Fig. 1: run 1, gate families picked out
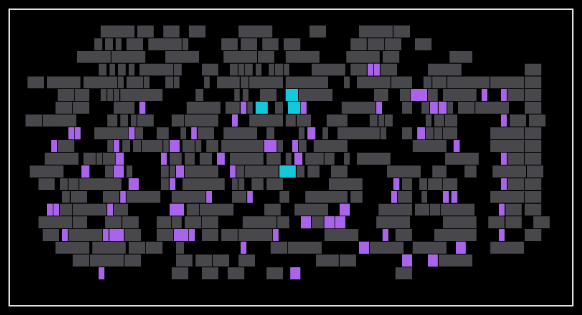
Fig. 2: run 1, routed metal per tile
The die is cut into 24 by 13 equal tiles; white is low, dark blue is high, scaled to the fullest tile. Values are wire area over tile area, all layers added.
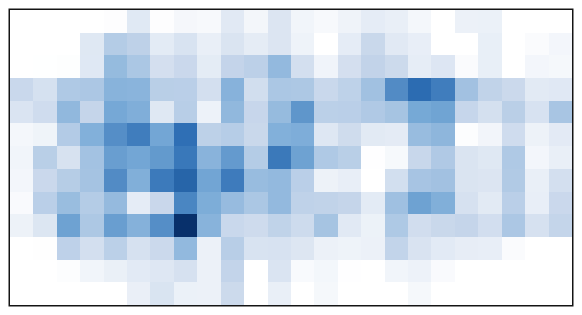
Fig. 3: run 1, pin placement
Bar = 20 microns. Pins as bars across the die edge, other pins in gray.
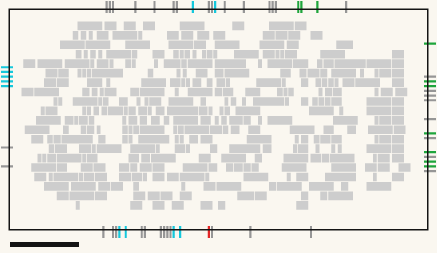
--- config.mk ---
export PLATFORM = sky130hd
export DESIGN_NAME = vga_sync_receiver
export DESIGN_NICKNAME = d
export VERILOG_FILES = /design/src/rtl/vga_sync_receiver_pkg.sv /design/src/rtl/vga_sync_receiver_sincronizador_flanco.sv /design/src/rtl/vga_sync_receiver.sv
export SDC_FILE = /design/constraint.sdc
export NUM_CORES = 1
export LEC_CHECK = 0
export CORE_ASPECT_RATIO = 0.5
export CORE_MARGIN = 3
export CORE_UTILIZATION = 40
export CTS_CLUSTER_SIZE = 16
export DETAILED_ROUTE_END_ITERATION = 10
export PLACE_DENSITY = 0.64
export SLEW_MARGIN = 20
export SYNTH_ARGS = -nofsm -noshare
export SYNTH_HDL_FRONTEND = slang
export SYNTH_HIERARCHICAL = 1
export SYNTH_SLANG_ARGS = --single-unit
--- constraint.sdc ---
create_clock -name clk -period 2.6 [get_ports clk]
set_clock_uncertainty 0.15 [all_clocks]
set_input_delay 0.52 -clock clk [delete_from_list [all_inputs] [get_ports clk]]
set_output_delay 0.52 -clock clk [all_outputs]
set_load 0.005 [all_outputs]
--- src/rtl/vga_sync_receiver_pkg.sv ---
// Shared constants and types for the VGA sync receiver: nominal line timing,
// counter widths and the lock FSM state encoding.
package vga_pkg;

    localparam int PERIODO_H = 1600;
    localparam int ANCHO_H   = 1408;

    localparam int H_W = 11;
    localparam int V_W = 10;

    localparam logic [H_W-1:0] H_MAX = '1;
    localparam logic [V_W-1:0] V_MAX = '1;

    typedef enum logic [1:0] {
        BUSCAR    = 2'd0,
        MEDIR     = 2'd1,
        BLOQUEADO = 2'd2
    } estado_t;

endpackage

--- src/rtl/vga_sync_receiver_sincronizador_flanco.sv ---
// Brings one asynchronous sync line into the clk domain and reports its
// rising and falling edges as single-cycle strobes.
module sincronizador_flanco (
    input  logic clk,
    input  logic reset,
    input  logic senal_i,
    output logic subida_o,
    output logic bajada_o
);

    logic meta_q;
    logic sinc_q;
    logic prev_q;

    // Two-flop synchronizer followed by a one-sample history register for edge detection
    always_ff @(posedge clk) begin
        if (reset) begin
            meta_q <= 1'b0;
            sinc_q <= 1'b0;
            prev_q <= 1'b0;
        end else begin
            meta_q <= senal_i;
            sinc_q <= meta_q;
            prev_q <= sinc_q;
        end
    end

    assign subida_o = sinc_q & ~prev_q;
    assign bajada_o = ~sinc_q & prev_q;

endmodule

--- src/rtl/vga_sync_receiver.sv ---
// Recovers the horizontal/vertical counters of an incoming VGA stream,
// measures line period and HSync width, and tracks lock to nominal timing.
module vga_sync_receiver #(
    parameter int PERIODO_H = vga_pkg::PERIODO_H,
    parameter int ANCHO_H   = vga_pkg::ANCHO_H,
    parameter int LOCK_CNT  = 2
) (
    input  logic                    clk,
    input  logic                    reset,
    input  logic                    HSync,
    input  logic                    VSync,
    output logic [vga_pkg::H_W-1:0] cntHorizontalRec,
    output logic [vga_pkg::V_W-1:0] cntVerticalRec,
    output logic [vga_pkg::H_W-1:0] periodoH,
    output logic [vga_pkg::H_W-1:0] anchoH,
    output logic [vga_pkg::V_W-1:0] lineasV,
    output logic                    bloqueado,
    output logic                    errorSync
);

    import vga_pkg::*;

    localparam int               MC_W   = $clog2(LOCK_CNT + 1);
    localparam logic [H_W-1:0]   PER_H  = H_W'(PERIODO_H);
    localparam logic [H_W-1:0]   ANC_H  = H_W'(ANCHO_H);
    localparam logic [MC_W-1:0]  LOCK_M = MC_W'(LOCK_CNT);

    logic hSubida, hBajada, vSubida;

    sincronizador_flanco uSincH (
        .clk      (clk),
        .reset    (reset),
        .senal_i  (HSync),
        .subida_o (hSubida),
        .bajada_o (hBajada)
    );

    sincronizador_flanco uSincV (
        .clk      (clk),
        .reset    (reset),
        .senal_i  (VSync),
        .subida_o (vSubida),
        .bajada_o ()
    );

    logic [H_W-1:0]  cntH_q, cntH_d;
    logic [V_W-1:0]  cntV_q, cntV_d;
    logic [H_W-1:0]  periodoH_q, periodoH_d;
    logic [H_W-1:0]  anchoH_q, anchoH_d;
    logic [V_W-1:0]  lineasV_q, lineasV_d;
    estado_t         estado_q, estado_d;
    logic [MC_W-1:0] matchCnt_q, matchCnt_d;
    logic            bloqueado_q, bloqueado_d;
    logic            errorSync_q, errorSync_d;
    logic            lineaOk;
    logic            timeout;

    // The horizontal counter doubles as the width counter: it restarts at the
    // rising edge, so its value at the falling edge is the high time.
    always_comb begin
        cntH_d     = (cntH_q == H_MAX) ? cntH_q : cntH_q + 1'b1;
        cntV_d     = cntV_q;
        periodoH_d = periodoH_q;
        anchoH_d   = anchoH_q;
        lineasV_d  = lineasV_q;
        if (hSubida) begin
            cntH_d = H_W'(1);
            if (cntV_q != V_MAX) begin
                cntV_d = cntV_q + 1'b1;
            end
            if (estado_q != BUSCAR) begin
                periodoH_d = cntH_q;
            end
        end
        if (hBajada) begin
            anchoH_d = cntH_q;
        end
        if (vSubida) begin
            lineasV_d = cntV_q;
            cntV_d    = '0;
        end
    end

    // A line matches when the period just ended and the width of that same line are nominal
    always_comb begin
        lineaOk     = (cntH_q == PER_H) && (anchoH_q == ANC_H);
        timeout     = (cntH_q == H_MAX);
        estado_d    = estado_q;
        matchCnt_d  = matchCnt_q;
        errorSync_d = 1'b0;
        case (estado_q)
            BUSCAR: begin
                if (hSubida) begin
                    estado_d   = MEDIR;
                    matchCnt_d = '0;
                end
            end
            MEDIR: begin
                if (timeout) begin
                    estado_d   = BUSCAR;
                    matchCnt_d = '0;
                end else if (hSubida) begin
                    if (lineaOk) begin
                        matchCnt_d = matchCnt_q + 1'b1;
                        if (matchCnt_d == LOCK_M) begin
                            estado_d = BLOQUEADO;
                        end
                    end else begin
                        matchCnt_d = '0;
                    end
                end
            end
            BLOQUEADO: begin
                if (timeout) begin
                    estado_d    = BUSCAR;
                    matchCnt_d  = '0;
                    errorSync_d = 1'b1;
                end else if (hSubida && !lineaOk) begin
                    estado_d    = MEDIR;
                    matchCnt_d  = '0;
                    errorSync_d = 1'b1;
                end
            end
            default: begin
                estado_d   = BUSCAR;
                matchCnt_d = '0;
            end
        endcase
        bloqueado_d = (estado_d == BLOQUEADO);
    end

    // State and measurement registers, all cleared by reset so a relock starts from scratch
    always_ff @(posedge clk) begin
        if (reset) begin
            cntH_q      <= '0;
            cntV_q      <= '0;
            periodoH_q  <= '0;
            anchoH_q    <= '0;
            lineasV_q   <= '0;
            estado_q    <= BUSCAR;
            matchCnt_q  <= '0;
            bloqueado_q <= 1'b0;
            errorSync_q <= 1'b0;
        end else begin
            cntH_q      <= cntH_d;
            cntV_q      <= cntV_d;
            periodoH_q  <= periodoH_d;
            anchoH_q    <= anchoH_d;
            lineasV_q   <= lineasV_d;
            estado_q    <= estado_d;
            matchCnt_q  <= matchCnt_d;
            bloqueado_q <= bloqueado_d;
            errorSync_q <= errorSync_d;
        end
    end

    assign cntHorizontalRec = cntH_q;
    assign cntVerticalRec   = cntV_q;
    assign periodoH         = periodoH_q;
    assign anchoH           = anchoH_q;
    assign lineasV          = lineasV_q;
    assign bloqueado        = bloqueado_q;
    assign errorSync        = errorSync_q;

endmodule

==> impl_metrics.json, run 1 <==
{
  "ios": 59,
  "maxSlewViolCount": 0,
  "core_sq_um": 6180,
  "grt_remaining_overflow": 0,
  "cp_slowest_stage_delay_ns": 0.58,
  "clk_path_buf_depth": 2,
  "setup_viol": 0,
  "crit_fanout": 9,
  "syn_inst": 289,
  "antenna_found_initial": 0,
  "worstPathCellList": "or4_1 -> or3_1 -> or4_4 -> o22ai_1",
  "cts-resized-gates": 0,
  "dp_hpwl_microns": 4300,
  "port_buffers": 58,
  "grt_pass1_vias": 2074,
  "track_usage_pct": 16.8,
  "cts_setup_buffers": 0,
  "num_vias": 2219,
  "cts_root_buffer": "clkbuf_16",
  "period_minus_slack_ns": 2.27,
  "setup_slack_ns": 0.327,
  "total_power_mw": 2.22,
  "post_drt_wl_per_cell_microns": 13.6,
  "area_growth_pct": 37.5,
  "cts_tree": "built",
  "maxCapViolCount": 0,
  "r2r_slack_ns": 0.33,
  "route.detailed.drc": 0,
  "relSlewSlack_pct": 53.1,
  "crit_path_start_kind": "register",
  "fin_crit_sh_pct": 87.4,
  "initCoreUtil_pct": 42.1,
  "cts_buffers": 9,
  "clock-sinks": 65,
  "n_antenna_cell": 0,
  "dieHeight_microns": 63.1,
  "timing.fmax_mhz": 440,
  "arrival_ns": 2.37,
  "tightest_slew_ns": 0.699,
  "rows": 20,
  "yosysWarnings": 6,
  "insertion_delay_ns": 0.32,
  "dpl_worst_slack_ns": 0.367,
  "die-area_sq_um": 7580,
  "max-vdd-ir-drop_uv": 375,
  "critPathCaptureType": "register",
  "slowest_stage": "or4_1",
  "hold_buffers": 0,
  "fp_nets": 297,
  "leakagePower_nw": 1.25,
  "drtAntennaViolNets": 0,
  "power_density_nw_per_um2": 621,
  "drtIter0Drc": 161,
  "min_path_type": "register to register",
  "clkSlewWorstSetupHoldPaths_ns": 0.05,
  "path_class": "register to register",
  "num-nets-final": 359,
  "crit_required_ns": 2.70,
  "grt_max_degree": 28,
  "drive_gt1_share_pct": 8.45,
  "gp_congestion": 0.815,
  "finalSetupTns_ns": 0,
  "ctsHtreeMaxLevel": 3,
  "drtPass1Iterations": 5,
  "utilization_pct": 57.9,
  "grt_pass1_wl_microns": 10000,
  "syn_area_sq_um": 2600,
  "grt_setup_unrepaired": "false",
  "outcome": "complete, no violations",
  "wl_microns": 6010,
  "die_x_microns": 120,
  "hold_viol": 0,
  "warning_count": 27,
  "synth_area_per_cell_sq_um": 9.01,
  "vias_per_cell": 5.01
}
Back to the opening pictures, Fig. 1:
Purple marks NOR gates, cells 68. Cyan marks AND-OR and OR-AND gates, cells 4.

Back to the opening pictures, Fig. 2:
The mean over all tiles is 0.13. 9.3% of the tiles are over half the peak. 18% of the tiles are nearly empty. The densest ninth of the die: west. The emptiest ninth of the die: south-east.

Back to the opening pictures, Fig. 3:
Green marks `cntVerticalRec`, pins 10, direction output, edge 7 east, 3 north. Red marks `reset`, pins 1, direction input, edge south. Cyan marks `cntHorizontalRec`, pins 11, direction output, edge 5 west, 4 south, 2 north.

## run 1: sequential cells by signal, summed over array words and instances, names as in the netlist
| signal | flops |
|---|---|
| anchoH | 11 |
| bloqueado | 1 |
| cntHorizontalRec | 11 |
| cntVerticalRec | 10 |
| errorSync | 1 |
| estado_q | 2 |
| lineasV | 10 |
| matchCnt_q | 2 |
| periodoH | 11 |
| uSincH/meta_q | 1 |
| uSincH/prev_q | 1 |
| uSincH/sinc_q | 1 |
| uSincV/meta_q | 1 |
| uSincV/prev_q | 1 |
| uSincV/sinc_q | 1 |
## run 1: final timing paths
path                       startpoint             to  cells past startpoint
hold reg to reg         uSincV/meta_q  uSincV/sinc_q                      1
setup / recovery  cntHorizontalRec[2]  matchCnt_q[1]                      4
setup reg to reg  cntHorizontalRec[2]  matchCnt_q[1]                      4
hold / removal          uSincV/meta_q  uSincV/sinc_q                      1
## run 1: through the flow
stage / hold slack [ns] / instances / cell area (sq um)
global placement: 0.270 / 428 / 3300
finish: 0.287 / 443 / 3580
floorplan: 0.264 / 289 / 2610
global route: 0.301 / 443 / 3580
detailed placement: 0.280 / 428 / 3300
CTS: 0.292 / 443 / 3580
## run 1: routing by layer
metal  vias to the layer above  track usage [%]  share of wire (%)
met1                      1039             20.4                 46
met3                        10             6.19                6.1
met2                        58             27.3                 46
met5                         -                0                  0
met4                         0             6.42                1.4
li1                       1112                -                  -
## run 1: power by group
part	total [mW]	switching, mW	leakage (nW)	internal (mW)
clock	1.12	0.400	0.138	0.715
sequential	1.02	0.0133	0.525	1.01
combinational	0.0855	0.0472	0.589	0.0383
total	2.22	0.460	1.25	1.76
## run 1: layout by cell type, fill, tap and decap left out, types with 7 or more instances in the layout
cell type        instances
nor2_1                  42
nand3_1                  9
clkbuf_16                9
a21oi_1                 20
nor2b_1                  9
inv_1                    7
nand2_1                 31
buf_4                   10
clkdlybuf4s50_1         58
dfxtp_1                 65
mux2i_1                 23
nor3_1                   9
## run 1: critical path, delay by kind of cell, from the launching register on
family,cells,cell delay [ns]
and+or+nand+nor,3,1.54
DFF,1,0.38
AOI/OAI and AO/OA,1,0.13
## run 1: final cells by class
| type | count | area [sq um] |
|---|---|---|
| Clock buffer | 13 | 270 |
| Clock inverter | 2 | 12.5 |
| Fill cell | 565 | 2600 |
| Inverter | 7 | 26.3 |
| Multi-Input combinational cell | 200 | 1200 |
| Sequential cell | 65 | 1300 |
| Tap cell | 88 | 110 |
| Timing Repair Buffer | 68 | 656 |
==> inputs of run 2 (changes only) <==
Settings changed: DONT_BUFFER_PORTS set to 1, PLACE_DENSITY 0.64 to 0.52.
==> run 2 against run 1 <==
First-iteration DRC count shrank 34%. Synthesized cell count is the same. Via count shrank 10%. Design area shrank 17%. Die size is the same. Non-clock buffer count shrank 59. Sequential share of layout area grew 7.5 points. Global-route usage shrank 0.27 points. Critical path type unchanged.
==> impl_metrics.json, run 2 <==
{
  "setup_viol": 0,
  "max-vdd-ir-drop_uv": 425,
  "yosysWarnings": 6,
  "syn_inst": 289,
  "vias_per_cell": 5.18,
  "outcome": "complete, no violations",
  "area_growth_pct": 13.9,
  "comb_area_sq_um": 1200,
  "min_path_type": "primary input to register",
  "tightest_slew_ns": 0.719,
  "lay_top_cells": "dfxtp_1 (65), nor2_1 (42), nand2_1 (31)",
  "drtIter0Drc": 106,
  "post_drt_wl_per_cell_microns": 15.1,
  "cts_root_buffer": "clkbuf_16",
  "r2r-start": "cntHorizontalRec[2]",
  "initCoreUtil_pct": 42.1,
  "ctsHtreeMaxLevel": 3,
  "maxSlewViolCount": 0,
  "gp_congestion": 0.830,
  "arrival_ns": 2.42,
  "cts_tree": "built",
  "cp-startpoint": "cntHorizontalRec[2]",
  "drtAntennaViolNets": 0,
  "fin_crit_sh_pct": 89.3,
  "area.sequential_sq_um": 1300,
  "min_from": "reset",
  "drive_gt1_share_pct": 8.45,
  "core_sq_um": 6180,
  "wl_met2_microns": 2590,
  "clkSlewWorstSetupHoldPaths_ns": 0.05,
  "synth_area_per_cell_sq_um": 9.01,
  "syn_area_sq_um": 2600,
  "met1_length_microns": 2620,
  "cts-resized-gates": 0,
  "crit_fanout": 9,
  "grt_max_degree": 47,
  "path_class": "register to register",
  "nFillCells": 608,
  "wl_met3_microns": 504,
  "cts_setup_buffers": 0,
  "cts_buffers": 9,
  "hold_buffers": 0,
  "relSlewSlack_pct": 51.7,
  "placed_cells_incl_taps": 369,
  "insertion_delay_ns": 0.33,
  "warning_count": 27,
  "rows": 20,
  "maxUsedRoutingLayer": "met4",
  "power_density_nw_per_um2": 718,
  "die-area_sq_um": 7580,
  "hold_viol": 0,
  "grt_pass1_vias": 1884,
  "n_antenna_cell": 0,
  "crit_required_ns": 2.70,
  "clock-sinks": 65,
  "instances_no_fill": 384,
  "clk_path_buf_depth": 2,
  "critPathCaptureType": "register",
  "track_usage_pct": 16.5,
  "grt_pass1_wl_microns": 9580,
  "maxCapViolCount": 0,
  "dp_hpwl_microns": 4000,
  "num-nets-final": 300,
  "finalSetupTns_ns": 0,
  "antenna_found_initial": 0,
  "crit_path_start_kind": "register"
}
-- run 2: cell type report --
class	count	share of cell area (%)
Clock buffer	15	8.68
Tap cell	88	3.71
Sequential cell	65	43.8
Inverter	7	0.885
Timing Repair Buffer	9	2.28
Multi-Input combinational cell	200	40.6
-- run 2: through the flow --
| step | setup slack (ns) | hold WS, ns | utilization [%] | instance area [sq um] |
|---|---|---|---|---|
| 2_1_floorplan | 0.469 | 0.264 | - | 2610 |
| 3_3_place_gp | 0.400 | 0.269 | 43.8 | 2710 |
| 3_5_place_dp | 0.308 | 0.274 | 43.8 | 2710 |
| 4_1_cts | 0.301 | 0.0968 | 48.0 | 2970 |
| 5_1_grt | 0.188 | 0.0923 | 48.0 | 2970 |
| 6_report | 0.279 | 0.113 | 48.0 | 2970 |
-- run 2: worst paths after layout --
check                           cells past startpoint       endpoint  slack [ns]
worst max-delay path                                4  matchCnt_q[1]        0.28
worst min-delay path                                1  uSincH/meta_q        0.11
worst max register to register                      4  matchCnt_q[1]        0.28
worst min register to register                      1  uSincV/sinc_q        0.28
-- run 2: routing by layer --
| metal | global-route usage [%] | vias to the layer above |
|---|---|---|
| met5 | 0 | - |
| met4 | 5.56 | 0 |
| met3 | 9.33 | 10 |
| met2 | 26.0 | 56 |
| met1 | 19.1 | 926 |
| li1 | - | 996 |
-- run 2: power breakdown --
part           switching (mW)  internal [mW]  total [mW]
Sequential             0.0135           1.01        1.02
Clock                   0.382          0.666        1.05
Combinational          0.0339         0.0249      0.0588
Total                   0.430           1.70        2.13
-- run 2: critical path: stages, from the launching register on --
cell and delay (ns):
dfxtp_1 0.40, or4_1 0.59, or3_1 0.44, or4_4 0.52, o22ai_1 0.15
Fig. 4: run 2, a small window of the routed layout
Bar = 5 microns. Window x 50 to 70, y 34 to 54 microns. Cells in gray, sequential cells in the stronger gray; small squares are vias.
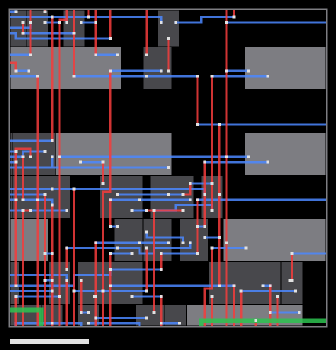
Blue marks met1. Red marks met2. Green marks met3.
Sequential cells in the window: 6. Netlist names of flops here include `matchCnt_q` (2). Most frequent: dfxtp_1 (6), nand2_1 (5), a21oi_1 (4). 28 logic cells have their middle in the window.

Fig. 5: run 2, pin placement
Bar = 20 microns. Pins as bars across the die edge, other pins in gray.
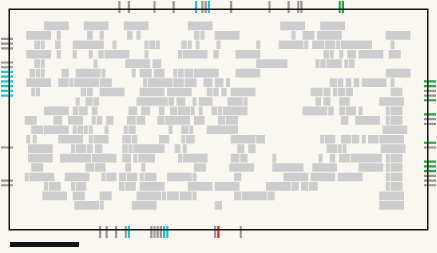
Die Ht: 63.1 microns
Die W: 120 microns
# port buffers: 0

Power is estimated from default activity; no workload was simulated.
